**src/rtl/fft_pkg.sv**
```systemverilog
// Shared constants, bank-state encoding and index helper for the FFT output reorder stage.
package fft_pkg;

  localparam int unsigned DATA_W   = 34;
  localparam int unsigned N_POINTS = 16;
  localparam int unsigned LOG2N    = $clog2(N_POINTS);

  typedef enum logic [1:0] {
    EMPTY    = 2'd0,
    FILLING  = 2'd1,
    FULL     = 2'd2,
    DRAINING = 2'd3
  } bank_state_e;

  // Mirror the LOG2N-bit index.
  function automatic logic [LOG2N-1:0] bitrev(input logic [LOG2N-1:0] idx);
    logic [LOG2N-1:0] r;
    r = '0;
    for (int unsigned i = 0; i < LOG2N; i++) begin
      r[i] = idx[LOG2N-1-i];
    end
    return r;
  endfunction

endpackage

```
**src/rtl/reorder_bank.sv**
```systemverilog
// One ping-pong bank: single write port, registered read port whose output holds when not read.
module reorder_bank #(
  parameter int unsigned DEPTH = fft_pkg::N_POINTS,
  parameter int unsigned WIDTH = fft_pkg::DATA_W
) (
  input  logic                     clk,
  input  logic                     rst,
  input  logic                     wr_en,
  input  logic [$clog2(DEPTH)-1:0] wr_addr,
  input  logic [WIDTH-1:0]         wr_data,
  input  logic                     rd_en,
  input  logic [$clog2(DEPTH)-1:0] rd_addr,
  output logic [WIDTH-1:0]         rd_data
);

  logic [WIDTH-1:0] mem [DEPTH];
  logic [WIDTH-1:0] rd_data_q;
  logic [WIDTH-1:0] rd_data_d;

  // Storage array is never reset.
  always_ff @(posedge clk) begin
    if (wr_en) begin
      mem[wr_addr] <= wr_data;
    end
  end

  always_comb begin
    rd_data_d = rd_data_q;
    if (rd_en) begin
      rd_data_d = mem[rd_addr];
    end
  end

  always_ff @(posedge clk or posedge rst) begin
    if (rst) begin
      rd_data_q <= '0;
    end else begin
      rd_data_q <= rd_data_d;
    end
  end

  assign rd_data = rd_data_q;

endmodule

```
**src/rtl/fft_reorder.sv**
```systemverilog
// Bit-reversed to natural-order reorder stage: ping-pong banks written at bitrev(wc),
// drained in natural order through a valid/ready output whose data register is the bank read port.
module fft_reorder #(
  parameter int unsigned N_POINTS = fft_pkg::N_POINTS,
  parameter int unsigned DATA_W   = fft_pkg::DATA_W
) (
  input  logic              clk,
  input  logic              rst_n,
  input  logic              in_valid,
  input  logic [DATA_W-1:0] in_data,
  output logic              in_ready,
  output logic              out_valid,
  input  logic              out_ready,
  output logic [DATA_W-1:0] out_data,
  output logic              out_sop,
  output logic              out_eop,
  output logic              overflow
);

  import fft_pkg::*;

  localparam int unsigned   AW   = $clog2(N_POINTS);
  localparam logic [AW-1:0] LAST = AW'(N_POINTS - 1);

  bank_state_e state_q [2];
  bank_state_e state_d [2];
  logic          wb_q, wb_d, rb_q, rb_d, sel_q, sel_d;
  logic [AW-1:0] wc_q, wc_d, rc_q, rc_d;
  logic          in_ready_q, in_ready_d;
  logic          out_valid_q, out_valid_d;
  logic          sop_q, sop_d, eop_q, eop_d;
  logic          overflow_q, overflow_d;

  logic                   wr_ok_c, rd_avail_c, load_c;
  logic [1:0]             wr_en_c, rd_en_c;
  logic [AW-1:0]          wr_addr_c;
  logic [1:0][DATA_W-1:0] rd_data_c;

  // Write and read sides only ever touch disjoint bank states, so both updates apply in one pass.
  always_comb begin
    state_d     = state_q;
    wb_d        = wb_q;
    rb_d        = rb_q;
    sel_d       = sel_q;
    wc_d        = wc_q;
    rc_d        = rc_q;
    out_valid_d = out_valid_q;
    sop_d       = sop_q;
    eop_d       = eop_q;
    overflow_d  = overflow_q;
    wr_en_c     = '0;
    rd_en_c     = '0;
    wr_addr_c   = '0;
    for (int unsigned i = 0; i < AW; i++) begin
      wr_addr_c[i] = wc_q[AW-1-i];
    end

    wr_ok_c    = state_q[wb_q] inside {EMPTY, FILLING};
    rd_avail_c = state_q[rb_q] inside {FULL, DRAINING};
    load_c     = !out_valid_q || out_ready;

    if (in_valid) begin
      if (wr_ok_c) begin
        wr_en_c[wb_q] = 1'b1;
        wc_d          = wc_q + AW'(1);
        state_d[wb_q] = FILLING;
        if (wc_q == LAST) begin
          state_d[wb_q] = FULL;
          wc_d          = '0;
          wb_d          = ~wb_q;
        end
      end else begin
        overflow_d = 1'b1;
      end
    end

    if (load_c) begin
      if (rd_avail_c) begin
        rd_en_c[rb_q] = 1'b1;
        out_valid_d   = 1'b1;
        sop_d         = (rc_q == '0);
        eop_d         = (rc_q == LAST);
        sel_d         = rb_q;
        rc_d          = rc_q + AW'(1);
        state_d[rb_q] = DRAINING;
        if (rc_q == LAST) begin
          state_d[rb_q] = EMPTY;
          rc_d          = '0;
          rb_d          = ~rb_q;
        end
      end else begin
        out_valid_d = 1'b0;
        sop_d       = 1'b0;
        eop_d       = 1'b0;
      end
    end

    in_ready_d = state_d[wb_d] inside {EMPTY, FILLING};
  end

  always_ff @(posedge clk or posedge rst_n) begin
    if (rst_n) begin
      state_q[0]  <= EMPTY;
      state_q[1]  <= EMPTY;
      wb_q        <= 1'b0;
      rb_q        <= 1'b0;
      sel_q       <= 1'b0;
      wc_q        <= '0;
      rc_q        <= '0;
      in_ready_q  <= 1'b1;
      out_valid_q <= 1'b0;
      sop_q       <= 1'b0;
      eop_q       <= 1'b0;
      overflow_q  <= 1'b0;
    end else begin
      state_q     <= state_d;
      wb_q        <= wb_d;
      rb_q        <= rb_d;
      sel_q       <= sel_d;
      wc_q        <= wc_d;
      rc_q        <= rc_d;
      in_ready_q  <= in_ready_d;
      out_valid_q <= out_valid_d;
      sop_q       <= sop_d;
      eop_q       <= eop_d;
      overflow_q  <= overflow_d;
    end
  end

  for (genvar b = 0; b < 2; b++) begin : g_bank
    reorder_bank #(
      .DEPTH (N_POINTS),
      .WIDTH (DATA_W)
    ) u_bank (
      .clk     (clk),
      .rst     (rst_n),
      .wr_en   (wr_en_c[b]),
      .wr_addr (wr_addr_c),
      .wr_data (in_data),
      .rd_en   (rd_en_c[b]),
      .rd_addr (rc_q),
      .rd_data (rd_data_c[b])
    );
  end

  assign in_ready  = in_ready_q;
  assign out_valid = out_valid_q;
  assign out_data  = rd_data_c[sel_q];
  assign out_sop   = sop_q;
  assign out_eop   = eop_q;
  assign overflow  = overflow_q;

endmodule

```
**config.mk**
```make
export PLATFORM = sky130hd
export DESIGN_NAME = fft_reorder
export DESIGN_NICKNAME = d
export VERILOG_FILES = /design/src/rtl/fft_pkg.sv /design/src/rtl/reorder_bank.sv /design/src/rtl/fft_reorder.sv
export SDC_FILE = /design/constraint.sdc
export NUM_CORES = 1
export LEC_CHECK = 0
export ABC_AREA = 1
export CAP_MARGIN = 20
export CORE_MARGIN = 2
export CORE_UTILIZATION = 35
export DETAILED_ROUTE_END_ITERATION = 10
export GPL_TIMING_DRIVEN = 1
export PLACE_DENSITY_LB_ADDON = 0.2
export SLEW_MARGIN = 10
export SYNTH_ARGS = -nofsm -noshare
export SYNTH_HDL_FRONTEND = slang
export SYNTH_SLANG_ARGS = --single-unit
```
**constraint.sdc**
```tcl
create_clock -name clk -period 4.94 [get_ports clk]
set_clock_uncertainty 0.15 [all_clocks]
set_input_delay 0.494 -clock clk [delete_from_list [all_inputs] [get_ports clk]]
set_output_delay 0.494 -clock clk [all_outputs]
set_load 0.005 [all_outputs]
```
==> deck_impl_summary.md, run 1 <==
Flow Results at a Glance

Outcome
  • Status: finished clean

Clock tree
  • Post-CTS resize count: 0
  • CTS buffer count: about 130
  • CTS tree: built
  • Clk root buf: clkbuf_16
  • Worst-path clk slew: ~0.06 ns
  • Longest Clk Path Bufs: 3

Place
  • GP Congestion: 0.790
  • Cells after DPL: ~6500
  • Place WS: between 1 and 1.5 ns
  • Buffers on Ports: roughly 76

Power
  • Internal power: between 0.015 and 0.02 W
  • Sw frac: between 30% and 40%
  • Seq. pwr: approximately 0.012 W
  • Power Combinational: around 0.010 W
  • Top power group: sequential cells
  • Peak supply drop: 0.403 mV
  • Clock group share of total power: a little under a third

Final timing
  • Period utilization: 74.7%
  • Worst-margin pin slew: 1.19 ns
  • Maximum clock frequency: approximately 270 MHz
  • Fin. Hold Viols: 0
  • Setup ws final: between 1 and 1.5 ns
  • Final Hold Slack: about 0.18 ns
  • Final setup vio count: 0

Cells and area
  • P&R area growth vs syn: 15.3%
  • Non-Filler Instances: roughly 6800
  • Fill cell count: 13500
  • Share of layout cells above drive strength 1: between 7 and 8%
  • Register area: around 35000 µm²

Synthesis
  • Main flop type: edfxtp_1
  • Yosys warns: 0
  • Ys async rst share: 7.33%
  • Gate Count Post-Synth: about 4700
  • Top cells, area: edfxtp_1 (66%), nand2_1 (12%), nand3_1 (7.1%), inv_1 (5.1%), dfrtp_1 (4.3%)
  • Synth cell types: 28
  • Area leader share: ~66%
  • Syn nets: approximately 4800
  • Seq share, synth: 70.5%

Routing
  • TritonRoute pass-1 iters: 6
  • Vias per cell: 4.77
  • Drt initial violations: between 3000 and 4000
  • Antenna Nets Post-Route: 0
  • Routed wl met2: about 64000 µm

Critical path
  • Worst-case reg-to-reg path depth: 8
  • Crit-path max cell delay: roughly 0.58 ns
  • Critical path class: register to output port
  • Worst EP arrival: 3.05 ns
  • Crit path capture type: output port
  • Reg2reg end: g_bank[1].u_bank.rd_data[4]$_DFFE_PP0P_
  • Bufs and invs on worst path: 3
  • CP Depth: 5
  • Crit path top cell by count: nand2_1
  • CP Launch Type: register

Global routing
  • Met2 usage: 30.2%
  • Initial antenna violation count: 5
  • Met3 Track Usage GR: under 10%
  • Gr ovfl total: 0
  • Vias in the first global route: 30800
  • Met1 Usage GRT: between 20 and 30%

Floorplanning
  • Die Height: 380 µm
  • Initial Util: a little over a third
  • Chip width: 380 µm
  • Total die size: about 140000 µm²

Job
  • OpenROAD warnings: 47

Hold path
  • Hold Path Class: input port to register
  • WHS Path Cells: 1
  • Hold Startpoint: in_data[13]
[run 1: placed cells by master (no fill, tap or decap), types with 2 or more instances in the layout]
cell type	instances
inv_8	2
inv_16	2
inv_2	7
clkinv_1	17
buf_12	21
o21ai_0	8
a21oi_1	88
dfrtp_4	2
inv_6	3
clkbuf_1	32
inv_1	665
clkbuf_16	137
nand3_1	697
dfrtp_1	80
nor2_4	30
clkbuf_8	10
dfrtp_2	3
xor2_1	2
clkinv_2	21
edfxtp_1	1088
bufinv_16	10
clkinv_8	4
ha_1	7
nand2_1	1606
nor3_2	7
nor2_1	169
clkdlybuf4s50_1	61
buf_8	2
buf_2	15
buf_4	76
[run 1: timing repair]
item,CTS,global route
hold buffers,1,0
buffers inserted,0,0
hold endpoints to repair,17,0
[run 1: cell usage after synthesis, types with 7 or more instances]
cell type	count
ha_1	7
nand3_1	697
a21oi_1	88
buf_4	7
nor2_1	196
clkbuf_1	72
inv_1	667
nand2_1	1606
inv_2	7
dfrtp_1	85
nor3_1	8
edfxtp_1	1088
buf_2	128
buf_1	29
o21ai_0	8
[run 1: sequential cells by signal, indices dropped and copies added (netlist names)]
signal and cells:
g_bank.u_bank.mem 1088, g_bank.u_bank.rd_data 68, in_ready 1, out_eop 1, out_sop 1, out_valid 1
overflow 1, rb_q 1, rc_q 4, sel_q 1, state_q 2, wb_q 1
wc_q 4
[run 1: cell type report]
type,instances,area share [%]
inverters,675,4.48
multi-input cells,2622,19.7
clock buffers,179,6.47
flip-flops and latches,1174,61.1
clock inverters,59,1.08
well taps,1876,4.12
repair buffers,177,3.06
diodes,1,0.00439
[run 1: kinds of logic after synthesis]
group,share of synthesized area [%]
AND/OR/NAND/NOR,20.9
XOR/XNOR,0.0355
flip-flops,70.5
adder cells (fa/ha/maj),0.177
AND-OR/OR-AND,1.01
buffers and inverters,7.34
run_1/cell_classes.png
The bar under the picture is 100 µm long. Fill, decap, tap and diode cells in gray.
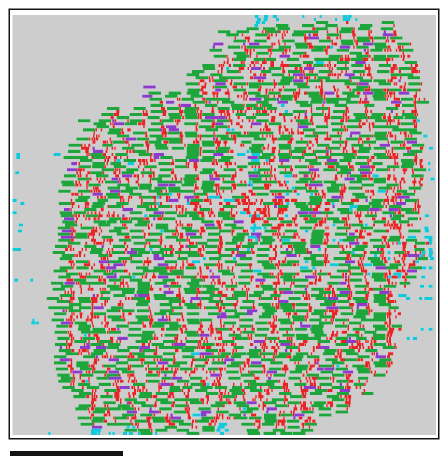
- clock drivers and dummy loads: purple (cells 238)
- flip-flops: green (cells 1174)
- all other logic: red (cells 3297)
- other buffers and delay cells: cyan (cells 177)
flop share of the area: 61.1%
final instance area: 57000 µm²
Core ar.: 140000 µm²
row cnt: 137

run_1/met1.png
Supply wires on this layer in gray.
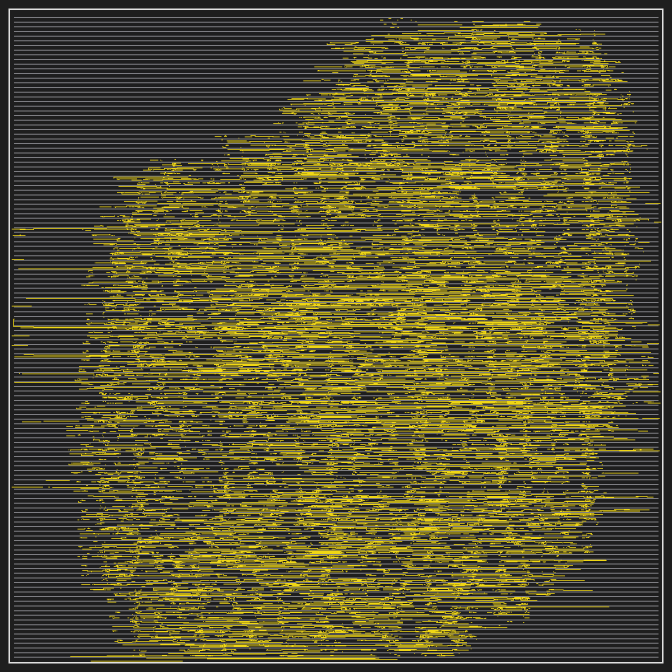
- share of all routed wire: 47%
- longest straight run: 136 µm
- wire length on this layer: 66.9 mm
- main direction: horizontal
- nets with wire on the layer: 4515

run_1/wire_density.png
The die is cut into 38 by 38 equal tiles; black is low, pale yellow is high, scaled to the fullest tile. Values are wire area over tile area, all layers added.
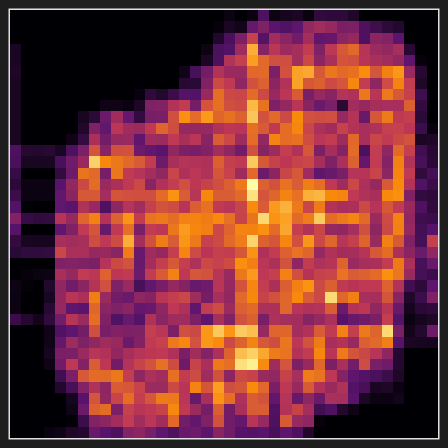
- densest ninth of the die: middle
- fullest tile: 0.43
- nearly empty tiles: 19%
DR vias: 32200
WL/cell: 21.1 µm

run_1/metal_stack.png
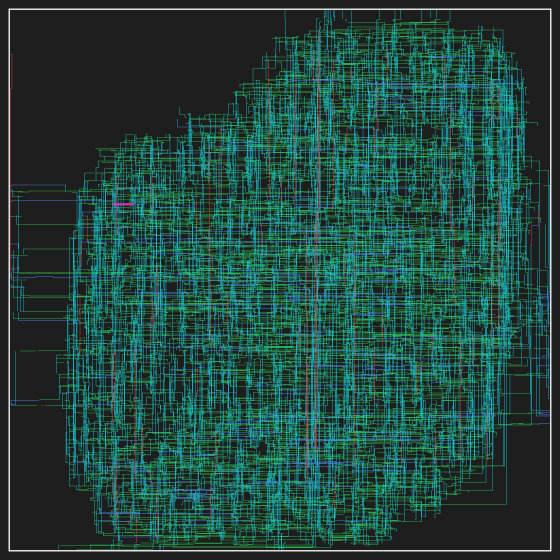
- met1: green (wire length 66.9 mm)
- met3: blue (wire length 8300 µm)
- met4: red (wire length 3380 µm)
- met5: magenta (wire length 12.9 µm)
- met2: cyan (wire length 64.1 mm)
drt total wl: 143000 µm
total track usage: 19.7%

==> inputs of run 2 (changes only) <==
==> constraint.sdc (replaced) <==
create_clock -name clk -period 3.4 [get_ports clk]
set_clock_uncertainty 0.15 [all_clocks]
set_input_delay 0.34 -clock clk [delete_from_list [all_inputs] [get_ports clk]]
set_output_delay 0.34 -clock clk [all_outputs]
set_load 0.005 [all_outputs]
run_2/metal_stack.png
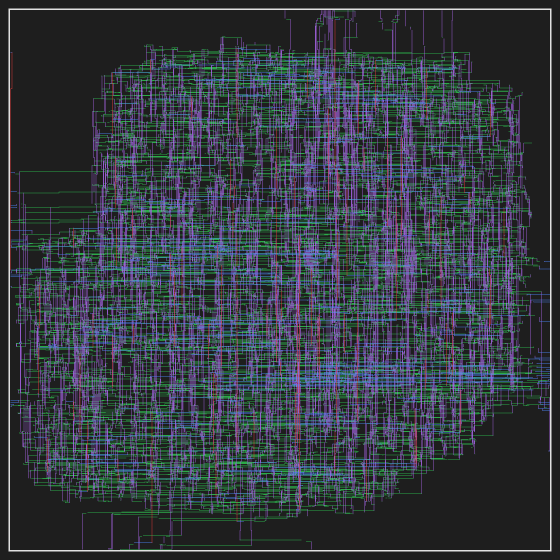
- met3: blue (wire length 11200 µm)
- met2: purple (wire length 65.9 mm)
- met1: green (wire length 67.6 mm)
- met4: red (wire length 3380 µm)

==> run 2 against run 1 <==
Combinational power increased by 53%. First-iteration DRC count increased by 1.3%. Core utilization rose by 0.29 points. Cell count up 0.78%. Clock power rose by 42%. Register-to-register slack worse by 1.3 ns. Global-route usage rose by 0.72 points. Sequential share of layout area fell by 0.43 points. Wire length up 3.8%. Largest cell class unchanged. Highest routed layer is now met4. Via count is 2.2% higher. Non-clock buffer count grew 50.
==> deck_impl_summary.md, run 2 <==
Flow Results at a Glance

Global routing
  • Gr ovfl total: 0 (unchanged)
  • Met2 usage: 31.2% (was 30.2%)
  • Met3 Track Usage GR: 4.43% (was 3.37%)
  • Vias in the first global route: 31600 (was 30800)
  • Initial antenna violation count: 4 (was 5)
  • Met1 Usage GRT: 29.2% (was 28.6%)
  • Total track usage: 20.4% (was 19.7%)

Routing
  • WL/cell: 21.7 µm (was 21.1 µm)
  • Drt initial violations: 3188 (was 3147)
  • Routed wl met2: 65900 µm (was 64100 µm)
  • Antenna Nets Post-Route: 0 (unchanged)
  • DR vias: 32900 (was 32200)
  • Vias per cell: 4.83 (was 4.77)
  • Drt total wl: 148000 µm (was 143000 µm)
  • TritonRoute pass-1 iters: 6 (unchanged)

Power
  • Clock group share of total power: 29.9% (was 30.9%)
  • Sw frac: 37.2% (was 36.7%)
  • Peak supply drop: 1.02 mV (was 0.403 mV)
  • Internal power: 0.0291 W (was 0.0200 W)

Critical path
  • Worst setup path end: out_data[4] (was out_data[11])
  • Worst r2r src: rc_q[0]$_DFFE_PP0P_ (unchanged)
  • Critical path class: register to output port (unchanged)
  • Reg2reg end: g_bank[1].u_bank.rd_data[17]$_DFFE_PP0P_ (was g_bank[1].u_bank.rd_data[4]$_DFFE_PP0P_)
  • Worst-case reg-to-reg path depth: 8 (unchanged)
  • Worst EP arrival: 2.77 ns (was 3.05 ns)
  • Crit path capture type: output port (unchanged)

Place
  • Place WS: 0.520 ns (was 1.41 ns)
  • Cells after DPL: 6573 (was 6522)
  • Buffers on Ports: 76 (unchanged)
  • GP Congestion: 0.819 (was 0.790)

Clock tree
  • Longest Clk Path Bufs: 3 (unchanged)
  • Post-CTS resize count: 0 (unchanged)
  • Post CTS Setup Buffer Count: 0 (unchanged)
  • CTS Hold Bufs: 1 (unchanged)
  • Worst-path clk slew: 0.06 ns (about the same)
  • CTS buffer count: 131 (was 130)
  • Clk root buf: clkbuf_16 (unchanged)
  • CTS tree: built (unchanged)

Synthesis
  • Gate Count Post-Synth: 4709 (unchanged)
  • Ys async rst share: 7.33% (unchanged)
  • Most frequent cell after synthesis: nand2_1 (unchanged)
  • Yosys warns: 0 (unchanged)
  • YS chip area: 49400 µm² (unchanged)
  • Top cells, area: edfxtp_1 (66%), nand2_1 (12%), nand3_1 (7.1%), inv_1 (5.1%), dfrtp_1 (4.3%) (unchanged)
  • Seq share, synth: 70.5% (unchanged)
  • Area leader share: 66.1% (unchanged)
  • Syn nets: 4754 (unchanged)
  • Post-synth top cells: nand2_1 (1606), edfxtp_1 (1088), nand3_1 (697), inv_1 (667), nor2_1 (196) (unchanged)
  • Synth cell types: 28 (unchanged)
  • Main flop type: edfxtp_1 (unchanged)

Cells and area
  • Reg with most FFs: g_bank.u_bank.mem (unchanged)
  • Non-Filler Instances: 6816 (was 6763)
  • Most common logic cells in the final layout: nand2_1 (1606), edfxtp_1 (1088), nand3_1 (697) (unchanged)
  • Largest register FFs: 1088 (unchanged)
  • P&R area growth vs syn: 16.1% (was 15.3%)
  • Top cell excl fill/tap: nand2_1 (unchanged)
  • Share of layout cells above drive strength 1: 8.28% (was 7.37%)

Hold path
  • Hold Startpoint: in_data[27] (was in_data[13])
  • Hold Path Class: input port to register (unchanged)

Final timing
  • Setup ws final: 0.145 ns (was 1.25 ns)
  • Final setup vio count: 0 (unchanged)
  • Maximum clock frequency: about 300 MHz
  • Period utilization: about 96%
  • Worst-margin pin slew: 1.01 ns (was 1.19 ns)

Outcome
  • Status: finished clean (unchanged)

Floorplanning
  • Chip width: 380 µm (unchanged)
  • Initial Util: 35.3% (unchanged)
  • Core ar.: 140000 µm² (unchanged)
  • Total die size: 144000 µm² (unchanged)
  • Row cnt: 137 (unchanged)
  • Die Height: 380 µm (unchanged)

Job
  • OpenROAD warnings: 39 (was 47)
==> run 2: power groups by stage <==
stage | logic [W] | clock network, W | registers, W
6_report | 0.0153 | 0.0139 | 0.0171
5_1_grt | 0.0170 | 0.0147 | 0.0172
4_1_cts | 0.0154 | 0.0142 | 0.0171
3_5_place_dp | 0.0154 | 0 | 0.0174
3_3_place_gp | 0.0153 | 0 | 0.0174
2_1_floorplan | 0.00921 | 0 | 0.0170
==> run 2: cell families (layout without fill, tap and decap cells) <==
logic type               count (synthesis)  count (layout)  synth area share, %
buffers and inverters                  913            1143                 7.34
adder cells (fa/ha/maj)                  7               7                0.177
flip-flops                            1174            1174                 70.5
other                                    0               1                    0
XOR/XNOR                                 2               2               0.0355
AND/OR/NAND/NOR                       2514            2514                 20.9
AND-OR/OR-AND                           99              99                 1.01
==> run 2: critical path: stages (launching register included) <==
cell and delay (ns):
dfrtp_2 0.36, buf_4 0.55, nand2_1 0.29, nand2_1 0.26, clkdlybuf4s50_1 0.54
==> run 2: area by class of cell <==
| type | count | area [µm²] |
|---|---|---|
| Sequential cell | 1174 | 34800 |
| Clock inverter | 58 | 528 |
| Multi-Input combinational cell | 2622 | 11200 |
| Tap cell | 1876 | 2350 |
| Timing Repair Buffer | 227 | 2290 |
| Inverter | 675 | 2550 |
| Clock buffer | 183 | 3630 |
| Fill cell | 13600 | 82500 |
| Antenna cell | 1 | 2.50 |
==> run 2: per-stage QoR <==
stage	power (W)	hold WS, ns	utilization, %	cell area (µm²)
final	0.0464	0.0252	41.0	57400
after global routing	0.0489	0.0445	41.0	57400
after CTS	0.0467	0.00562	41.0	57400
after detailed placement	0.0328	0.314	38.0	53200
after global placement	0.0328	0.310	38.0	53200
after floorplan	0.0262	0.289	-	49400
No activity file was given, so power comes from the tool's default toggle rates.
